[src/rtl/alu_pkg.sv]
// Shared constants for the RPN ALU divider path.
// Holds the state encoding, the division opcode, the default width and the error quotient.
package alu_pkg;
  localparam int          WIDTH    = 8;
  localparam logic [7:0]  ERR_QUOT = 8'hFF;
  localparam logic [2:0]  OP_DIV   = 3'b011;

  localparam logic [1:0]  ST_IDLE   = 2'd0;
  localparam logic [1:0]  ST_DIVIDE = 2'd1;
  localparam logic [1:0]  ST_DONE   = 2'd2;

  typedef enum logic [1:0] {
    S_IDLE   = ST_IDLE,
    S_DIVIDE = ST_DIVIDE,
    S_DONE   = ST_DONE
  } state_e;
endpackage

[src/rtl/div_passo.sv]
// One restoring-division step: shift in the next dividend bit and conditionally subtract.
// Purely combinational; the sequencing lives in divisor_sequencial.
module div_passo #(
  parameter int WIDTH = 8
) (
  input  logic [WIDTH:0]   rem_i,
  input  logic             din_i,
  input  logic [WIDTH-1:0] b_i,
  output logic [WIDTH:0]   rem_o,
  output logic             q_bit_o
);
  logic [WIDTH+1:0] shifted;
  logic [WIDTH+1:0] trial;

  // One spare bit above the WIDTH+1 remainder keeps the borrow visible even for 255/1.
  assign shifted = {rem_i, din_i};
  assign trial   = shifted - {2'b00, b_i};

  always_comb begin
    q_bit_o = ~trial[WIDTH+1];
    rem_o   = shifted[WIDTH:0];
    if (!trial[WIDTH+1]) rem_o = trial[WIDTH:0];
  end
endmodule

[src/rtl/divisor_sequencial.sv]
// Multi-cycle unsigned restoring divider with a Start/Busy/Done handshake.
// state  | meaning
// IDLE   | waiting for Start; captures A/B, short-circuits B==0 to DONE
// DIVIDE | one quotient bit per clock, WIDTH cycles
// DONE   | Done pulse for one cycle, results valid
module divisor_sequencial
  import alu_pkg::*;
#(
  parameter int               WIDTH    = alu_pkg::WIDTH,
  parameter logic [WIDTH-1:0] ERR_QUOT = '1
) (
  input  logic             clk,
  input  logic             rst_n,
  input  logic             Start,
  input  logic [WIDTH-1:0] A,
  input  logic [WIDTH-1:0] B,
  output logic [WIDTH-1:0] Q,
  output logic [WIDTH-1:0] R,
  output logic             Busy,
  output logic             Done,
  output logic             Erro
);
  localparam int CNT_W = $clog2(WIDTH) + 1;

  state_e           state_q, state_d;
  logic [WIDTH-1:0] dvd_q, dvd_d;
  logic [WIDTH-1:0] dsr_q, dsr_d;
  logic [WIDTH:0]   rem_q, rem_d;
  logic [CNT_W-1:0] cnt_q, cnt_d;
  logic [WIDTH-1:0] q_q, q_d;
  logic [WIDTH-1:0] r_q, r_d;
  logic             busy_q, busy_d;
  logic             done_q, done_d;
  logic             erro_q, erro_d;

  logic [WIDTH:0]   rem_nxt;
  logic             q_bit;

  div_passo #(.WIDTH(WIDTH)) u_passo (
    .rem_i   (rem_q),
    .din_i   (dvd_q[WIDTH-1]),
    .b_i     (dsr_q),
    .rem_o   (rem_nxt),
    .q_bit_o (q_bit)
  );

  always_ff @(posedge clk) begin
    if (!rst_n) begin
      state_q <= S_IDLE;
      dvd_q   <= '0;
      dsr_q   <= '0;
      rem_q   <= '0;
      cnt_q   <= '0;
      q_q     <= '0;
      r_q     <= '0;
      busy_q  <= 1'b0;
      done_q  <= 1'b0;
      erro_q  <= 1'b0;
    end else begin
      state_q <= state_d;
      dvd_q   <= dvd_d;
      dsr_q   <= dsr_d;
      rem_q   <= rem_d;
      cnt_q   <= cnt_d;
      q_q     <= q_d;
      r_q     <= r_d;
      busy_q  <= busy_d;
      done_q  <= done_d;
      erro_q  <= erro_d;
    end
  end

  // Busy/Done are decided alongside the next state so they come straight out of flops.
  always_comb begin
    state_d = state_q;
    dvd_d   = dvd_q;
    dsr_d   = dsr_q;
    rem_d   = rem_q;
    cnt_d   = cnt_q;
    q_d     = q_q;
    r_d     = r_q;
    erro_d  = erro_q;
    busy_d  = 1'b0;
    done_d  = 1'b0;
    case (state_q)
      S_IDLE: begin
        if (Start) begin
          dvd_d  = A;
          dsr_d  = B;
          erro_d = 1'b0;
          rem_d  = '0;
          cnt_d  = CNT_W'(WIDTH);
          if (B == '0) begin
            q_d     = ERR_QUOT;
            r_d     = A;
            erro_d  = 1'b1;
            done_d  = 1'b1;
            state_d = S_DONE;
          end else begin
            busy_d  = 1'b1;
            state_d = S_DIVIDE;
          end
        end
      end
      S_DIVIDE: begin
        // Quotient bits shift in from the right as dividend bits leave on the left.
        dvd_d = {dvd_q[WIDTH-2:0], q_bit};
        rem_d = rem_nxt;
        cnt_d = cnt_q - CNT_W'(1);
        if (cnt_q == CNT_W'(1)) begin
          q_d     = {dvd_q[WIDTH-2:0], q_bit};
          r_d     = rem_nxt[WIDTH-1:0];
          done_d  = 1'b1;
          state_d = S_DONE;
        end else begin
          busy_d = 1'b1;
        end
      end
      S_DONE:  state_d = S_IDLE;
      default: state_d = S_IDLE;
    endcase
  end

  assign Q    = q_q;
  assign R    = r_q;
  assign Busy = busy_q;
  assign Done = done_q;
  assign Erro = erro_q;
endmodule

[config.mk]
export PLATFORM = sky130hd
export DESIGN_NAME = divisor_sequencial
export DESIGN_NICKNAME = d
export VERILOG_FILES = /design/src/rtl/alu_pkg.sv /design/src/rtl/div_passo.sv /design/src/rtl/divisor_sequencial.sv
export SDC_FILE = /design/constraint.sdc
export NUM_CORES = 1
export LEC_CHECK = 0
export CAP_MARGIN = 10
export CORE_ASPECT_RATIO = 0.5
export CORE_MARGIN = 5
export CORE_UTILIZATION = 36
export DETAILED_ROUTE_END_ITERATION = 8
export GPL_ROUTABILITY_DRIVEN = 0
export PLACE_DENSITY = 0.64
export SETUP_SLACK_MARGIN = 0.15
export SYNTH_ARGS = -nofsm -noshare
export SYNTH_HDL_FRONTEND = slang
export SYNTH_HIERARCHICAL = 1
export SYNTH_SLANG_ARGS = --single-unit
[constraint.sdc]
create_clock -name clk -period 2.55 [get_ports clk]
set_input_delay 0.255 -clock clk [delete_from_list [all_inputs] [get_ports clk]]
set_output_delay 0.255 -clock clk [all_outputs]
set_load 0.01 [all_outputs]
==> summary.txt <==
Results of the run.

For the combinational group, total power comes out at 795 uW. Summing every instance area after synthesis gives 2520 um2. The multi-input gate share of the layout cell area is 0.448.

For this block, the initial DRC count from the detailed router was 117. The number of global-route vias before repair is 2230. The number of sequential cells reported for the layout is 50. The worst setup path is launched from a flip-flop. The level count of the clock H-tree is 2. The signal on the critical path passes through inv_2, ha_1, nand2b_1, a21o_1, a221o_1, a221oi_4, buf_12, mux2_4, nand2_4, a31oi_1. The startpoint identified for the worst hold timing path is dsr_q[3]. The cell type contributing the most total cell area after synthesis is dfxtp_1. The flow ran to the end, and the final reports show no timing, DRC or antenna violations.

The synthesis-to-layout area growth is 31.8%. The total routed wire length on the met1 layer is 3.23 mm. The final number of setup-violating endpoints is 0. The initial antenna violation count is 0. The number of synthesized register bits is 50. The placed wire-length estimate after detailed placement is 4.69 mm.

The area after detailed placement is 3100 um2. The script extracted a net switching power of 734 uW. The capturing element of the worst setup path is R[5]. The gate count of the mapped netlist is 284.
Metal layers overlaid:
Drawn at 3 px/um.
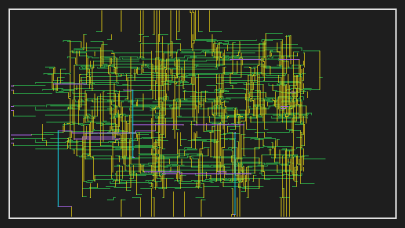
legend:
  green:
    layer: met1
    wire_length: 3230 um
  cyan:
    layer: met4
    wire_length: 74.8 um
  purple:
    layer: met3
    wire_length: 188 um
  yellow:
    layer: met2
    wire_length: 2930 um
total detailed-routing wirelength: 6.42 mm
average wire per cell in the routed design: 15.4 um
total via count in the routed design: 2198

Gate-type map:
Drawn at 3 px/um.
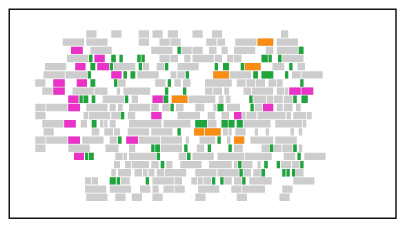
legend:
  magenta:
    family: AND-OR and OR-AND gates
    cells: 20
  green:
    family: NAND gates
    cells: 79
  orange:
    family: multiplexers
    cells: 7

M3 wires:
Drawn at 4 px/um.
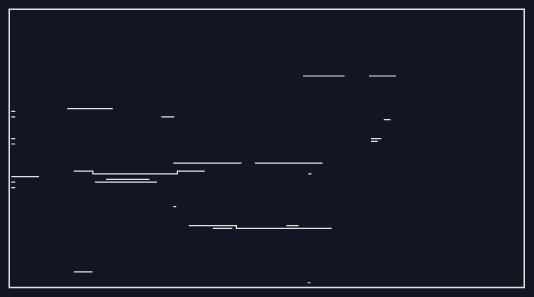
main direction: horizontal
share of all routed wire: 2.9%
nets with wire on the layer: 21
longest straight run: 23.7 um
met3 routing resource usage after global routing: 0.0262

Routed clock nets over the placement:
Drawn at 4 px/um.
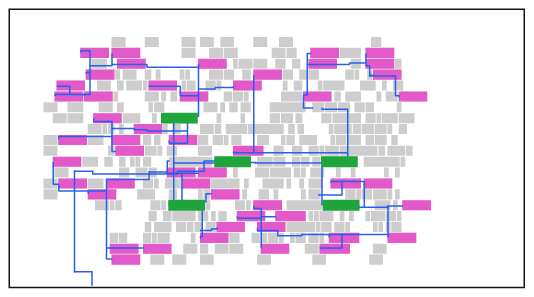
legend:
  green:
    item: cells driving clock nets
    count: 5
  blue:
    item: clock wires
    length: 646 um
  magenta:
    item: flip-flops
    count: 50
routed clock nets: 6

No activity file was given, so power comes from the tool's default toggle rates.
